===== config.mk =====
export PLATFORM = sky130hd
export DESIGN_NAME = seq_mul_acc
export DESIGN_NICKNAME = d
export VERILOG_FILES = /design/src/rtl/seq_mul_acc_pkg.sv /design/src/rtl/seq_mul_acc_rise_detect.sv /design/src/rtl/seq_mul_acc.sv
export SDC_FILE = /design/constraint.sdc
export NUM_CORES = 1
export LEC_CHECK = 0
export ABC_CLOCK_PERIOD_IN_PS = 3500
export CORE_UTILIZATION = 55
export CTS_BUF_LIST = sky130_fd_sc_hd__clkbuf_4 sky130_fd_sc_hd__clkbuf_8
export DETAILED_ROUTE_END_ITERATION = 7
export MAX_ROUTING_LAYER = met4
export PLACE_DENSITY = 0.82
export SLEW_MARGIN = 20
export SYNTH_ARGS = -nofsm -noshare
export SYNTH_HDL_FRONTEND = slang
export SYNTH_HIERARCHICAL = 1
export SYNTH_SLANG_ARGS = --single-unit

===== constraint.sdc =====
create_clock -name clk -period 3.5 [get_ports clk]
set_clock_uncertainty 0.15 [all_clocks]
set_input_delay 0.525 -clock clk [delete_from_list [all_inputs] [get_ports clk]]
set_output_delay 0.525 -clock clk [all_outputs]
set_load 0.02 [all_outputs]

===== src/rtl/seq_mul_acc_pkg.sv =====
// Shared definitions for the sequential multiplier and its accumulator stage.
package seq_mul_pkg;

    // Product width produced by seq_mul (its op output), reused downstream.
    localparam int SEQ_MUL_OP_W = 8;

    // Accumulator defaults.
    localparam int PROD_W_DEF  = SEQ_MUL_OP_W;
    localparam int ACC_W_DEF   = 12;
    localparam int N_TERMS_DEF = 4;

    // ACCUM: collecting terms. HOLD: completed sum waiting for downstream ack.
    typedef enum logic {
        ACCUM = 1'b0,
        HOLD  = 1'b1
    } acc_state_e;

endpackage


===== src/rtl/seq_mul_acc_rise_detect.sv =====
// One-bit rising-edge detector. The previous level is registered; its reset
// value is a parameter so a level already high at reset release can be
// treated as "old" (RST_VAL=1) and not produce an event.
module rise_detect #(
    parameter logic RST_VAL = 1'b1
) (
    input  logic clk_i,
    input  logic rst_i,
    input  logic level_i,
    output logic rise_o
);

    logic prev_q;

    // Remember the previous level every cycle, regardless of what the consumer does.
    always_ff @(posedge clk_i) begin
        if (rst_i) begin
            prev_q <= RST_VAL;
        end else begin
            prev_q <= level_i;
        end
    end

    assign rise_o = level_i & ~prev_q;

endmodule


===== src/rtl/seq_mul_acc.sv =====
// Multiply-accumulate back end: sums N_TERMS consecutive products from seq_mul
// (one per rising edge of its ready_out) and offers the sum downstream.
//
// Handshake: sum_valid rises with a completed sum and stays high, with sum_out
// stable, until a cycle in which sum_ack=1; sum_valid falls in the next cycle.
// sum_ack while sum_valid=0 has no effect. There is no back-pressure toward the
// multiplier: products arriving while a sum is held are dropped and flagged.
module seq_mul_acc
    import seq_mul_pkg::*;
#(
    parameter int PROD_W  = PROD_W_DEF,
    parameter int ACC_W   = ACC_W_DEF,
    parameter int N_TERMS = N_TERMS_DEF
) (
    input  logic              clk,
    input  logic              rst_a,
    input  logic [PROD_W-1:0] prod_in,
    input  logic              prod_rdy,
    input  logic              clr,
    output logic [ACC_W-1:0]  sum_out,
    output logic              sum_valid,
    input  logic              sum_ack,
    output logic [7:0]        term_cnt,
    output logic              ovf,
    output logic              drop,
    output logic              state_dbg
);

    localparam int             EXT_W  = ACC_W - PROD_W + 1;
    localparam logic [7:0]     N_LAST = 8'(N_TERMS);

    acc_state_e       state_q, state_d;
    logic [ACC_W-1:0] acc_q, acc_d;
    logic [ACC_W-1:0] sum_q, sum_d;
    logic [7:0]       cnt_q, cnt_d;
    logic             valid_q, valid_d;
    logic             ovf_q, ovf_d;
    logic             drop_q, drop_d;

    logic             prod_ev;
    logic [ACC_W:0]   prod_ext;
    logic [ACC_W:0]   add_w;
    logic [7:0]       cnt_inc;

    // Previous ready level resets high so a ready_out already high is not a product.
    rise_detect #(
        .RST_VAL (1'b1)
    ) u_rise (
        .clk_i   (clk),
        .rst_i   (rst_a),
        .level_i (prod_rdy),
        .rise_o  (prod_ev)
    );

    assign prod_ext = {{EXT_W{1'b0}}, prod_in};
    assign add_w    = {1'b0, acc_q} + prod_ext;
    assign cnt_inc  = cnt_q + 8'd1;

    // Next-state logic: clr overrides everything; otherwise ACCUM sums, HOLD waits for ack.
    always_comb begin
        state_d = state_q;
        acc_d   = acc_q;
        sum_d   = sum_q;
        cnt_d   = cnt_q;
        valid_d = valid_q;
        ovf_d   = ovf_q;
        drop_d  = drop_q;

        if (clr) begin
            // A product event this cycle is silently discarded.
            state_d = ACCUM;
            acc_d   = '0;
            cnt_d   = '0;
            valid_d = 1'b0;
            ovf_d   = 1'b0;
            drop_d  = 1'b0;
        end else begin
            case (state_q)
                ACCUM: begin
                    if (prod_ev) begin
                        acc_d = add_w[ACC_W-1:0];
                        cnt_d = cnt_inc;
                        if (add_w[ACC_W]) begin
                            ovf_d = 1'b1;
                        end
                        if (cnt_inc == N_LAST) begin
                            sum_d   = add_w[ACC_W-1:0];
                            valid_d = 1'b1;
                            state_d = HOLD;
                        end
                    end
                end
                HOLD: begin
                    if (sum_ack) begin
                        if (prod_ev) begin
                            // The coincident product opens the next sum as term 1.
                            acc_d = prod_ext[ACC_W-1:0];
                            cnt_d = 8'd1;
                            if (N_LAST == 8'd1) begin
                                // Single-term sums complete immediately.
                                sum_d   = prod_ext[ACC_W-1:0];
                                valid_d = 1'b1;
                                state_d = HOLD;
                            end else begin
                                valid_d = 1'b0;
                                state_d = ACCUM;
                            end
                        end else begin
                            acc_d   = '0;
                            cnt_d   = '0;
                            valid_d = 1'b0;
                            state_d = ACCUM;
                        end
                    end else if (prod_ev) begin
                        drop_d = 1'b1;
                    end
                end
                default: begin
                    state_d = ACCUM;
                end
            endcase
        end
    end

    // State and datapath registers; reset has priority over clr.
    always_ff @(posedge clk) begin
        if (rst_a) begin
            state_q <= ACCUM;
            acc_q   <= '0;
            sum_q   <= '0;
            cnt_q   <= '0;
            valid_q <= 1'b0;
            ovf_q   <= 1'b0;
            drop_q  <= 1'b0;
        end else begin
            state_q <= state_d;
            acc_q   <= acc_d;
            sum_q   <= sum_d;
            cnt_q   <= cnt_d;
            valid_q <= valid_d;
            ovf_q   <= ovf_d;
            drop_q  <= drop_d;
        end
    end

    assign sum_out   = sum_q;
    assign sum_valid = valid_q;
    assign term_cnt  = cnt_q;
    assign ovf       = ovf_q;
    assign drop      = drop_q;
    assign state_dbg = state_q;

endmodule


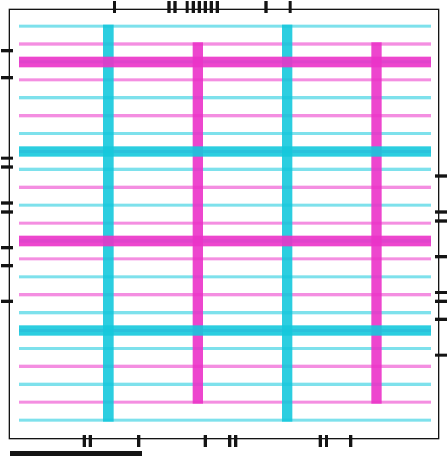
(images/power_grid.png)
The bar under the picture is 20 um long. Pins as bars on the die edge.
legend:
  VSS:
    colour: cyan
  VDD:
    colour: magenta
met5 straps: 4
met4 straps: 4
signal pins: 37

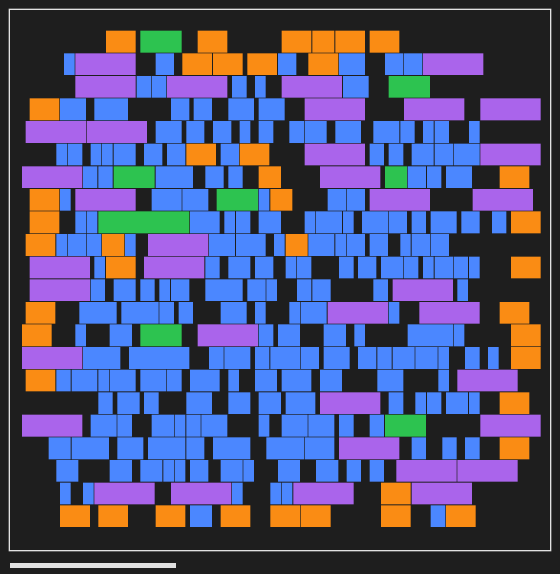
(images/placement_by_type.png)
The bar under the picture is 20 um long.
legend:
  sequential cells:
    colour: purple
    cells: 37
    share_of_their_area: 28%
  remaining buffers and delay cells:
    colour: orange
    cells: 41
    share_of_their_area: 15%
  combinational and other logic:
    colour: blue
    cells: 210
    share_of_their_area: 52%
  clock drivers and dummy loads:
    colour: green
    cells: 8
    share_of_their_area: 4.6%

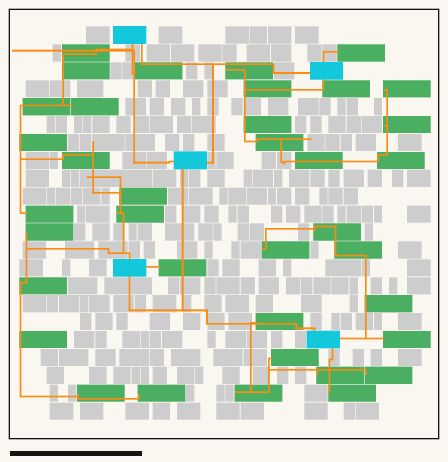
(images/clk_routes.png)
The bar under the picture is 20 um long.
legend:
  flip-flops:
    colour: green
    count: 37
  clock drivers:
    colour: cyan
    count: 5
  clock wires:
    colour: orange
    length: 494 um
routed clock nets: 6
flops lie: all over the die
portion of total power attributed to the clock network: 43.0%
insertion delay to the later sink of the worst-skew pair: 0.30 ns
clock network power: 0.396 mW

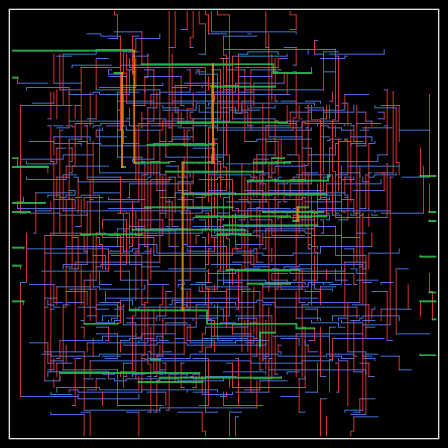
(images/wires.png)
legend:
  metal 4:
    colour: orange
    wire_length: 70.7 um
  metal 1:
    colour: blue
    wire_length: 2650 um
  metal 2:
    colour: red
    wire_length: 2530 um
  metal 3:
    colour: green
    wire_length: 378 um

-- final cells by class --
class	count	share of cell area [%]
Clock buffer	7	3.38
Clock inverter	1	1.13
Inverter	3	0.422
Multi-Input combinational cell	207	50.1
Sequential cell	37	27.8
Tap cell	48	2.25
Timing Repair Buffer	41	14.9
-- metrics by stage --
stage | util [%] | hold WS, ns
after global placement | 68.0 | 0.294
after floorplan | - | 0.322
after CTS | 71.3 | 0.319
after global routing | 71.3 | 0.350
final | 71.3 | 0.319
after detailed placement | 68.0 | 0.308
-- layer usage --
layer	routed length, um	vias to the layer above	GRT usage, %	share of wire [%]
met3	377	10	6.34	6.7
met4	70	0	9.44	1.2
met5	0	-	-	0
met1	2650	1031	40.1	47
li1	-	1079	-	-
met2	2530	80	44.8	45
==> ds_physical_params.txt <==
Summary of implementation characteristics

Parameter                              Value

Run status
  Result of the run    finished, final reports clean

Global routing
  Overflow left after global routing    0
  First-pass GRT wire length    9470 um
  Pin count of the biggest net entering global routing    21
  Vias in the first global route    2006

Pwr
  Cell Int Power    0.703 mW
  Power drawn by the sequential cells    0.426 mW
  Total power after layout    0.922 mW
  Switching share of total power    23.8%
  Power Dens Cells    346 mW/mm2
  Switching power total    0.219 mW
  Register share of total power    46.2%
  Worst vdd ir    262 uV

STA
  RSZ-0062 raised after global routing    no
  Sum of negative setup slack    0 ns
  Clock period minus worst slack    2.83 ns
  Final tally of hold violations    0
  Smallest setup slack after layout    0.672 ns
  Final count of pins violating max slew    0
  Slew margin rel.    49.1%
  Final Setup Violations    0

Worst hold path
  Min-Delay Endpoint    sum_out[6]
  Number of cells on the worst hold path    2
  Min-Delay Path Class    reg2reg

Final layout
  Total area of sequential cells    741 um2
  Total of fill cells in the finished design    311
  Top Layout Cells    sky130_fd_sc_hd__dfxtp_1, sky130_fd_sc_hd__clkdlybuf4s50_1, sky130_fd_sc_hd__nand2_1
  Diodes inserted    0
  Number of nets at the end of the flow    318
  Combined area of the multi-input logic cells    0.00134 mm2
  Area growth from synthesis to layout    22.2%

Routing
  Wire length reported by the detailed router    5640 um
  Count of vias placed by the detailed router    2200
  Detail Route Antenna Nets    0
  Detailed-router iteration count before antenna repair    5
  Drc violations    0
  Via/cell ratio    6.40

Synthesis
  Cells in synth_stat.txt    267
  Nets at Floorplan    290
  Simple-gate share of the synthesized area    26.4%
  Fraction of the mapped netlist area in compound gates    26.6%
  Async SR Flop Fraction    0%
  Cell with the most instances after synthesis    sky130_fd_sc_hd__dfxtp_1
  Top non-seq family    AND-OR/OR-AND gates
  Chip area estimate from yosys synthesis    0.00218 mm2
  Number of standard cells after synthesis    267
  Flops out of synthesis    37
  Post-synth seq share    33.9%
  Share of cell area taken by muxes after synthesis    0.516%

Clocking
  CTS HTree Levels    2
  Number of resized instances in the post-cts repair step    0
  Total CTS buffers    5
  Clock transition at the register clock pins on the worst setup and hold paths after CTS    0.07 ns
  Clock tree from TritonCTS    done
  Post-CTS Setup Inserts    0

Critical path
  Max incr delay on CP    0.48 ns
  Nature of the critical path startpoint    input pin
  Worst setup EP type    flop
  Largest delay contributor family on the critical path    AND-OR/OR-AND gates
  Worst reg-to-reg setup slack    1.04 ns
  Buffer and inverter count on the worst path    1
  Category of the most critical setup path    in2reg
  Required time of the critical path    3.52 ns
  Cell-by-cell listing of the critical path    clkdlybuf4s50_1 > ha_1 > fa_1 > a211o_1 > and4_1 > a2111oi_1 > a211oi_1
  End point of the critical path    acc_q[6]
  Crit path DAT    2.85 ns
  Crit path from    prod_in[0]
  Capture point of the worst reg-to-reg path    acc_q[6]

Placement
  HPWL after DPL    3900 um
  Dpl cell area    0.00255 mm2
  Weighted congestion reported at the end of routability-driven placement    0.932
  Post-placement worst setup slack    0.395 ns

Flow run
  Number of warnings in the stage logs    26
Power is estimated from default activity; no workload was simulated.
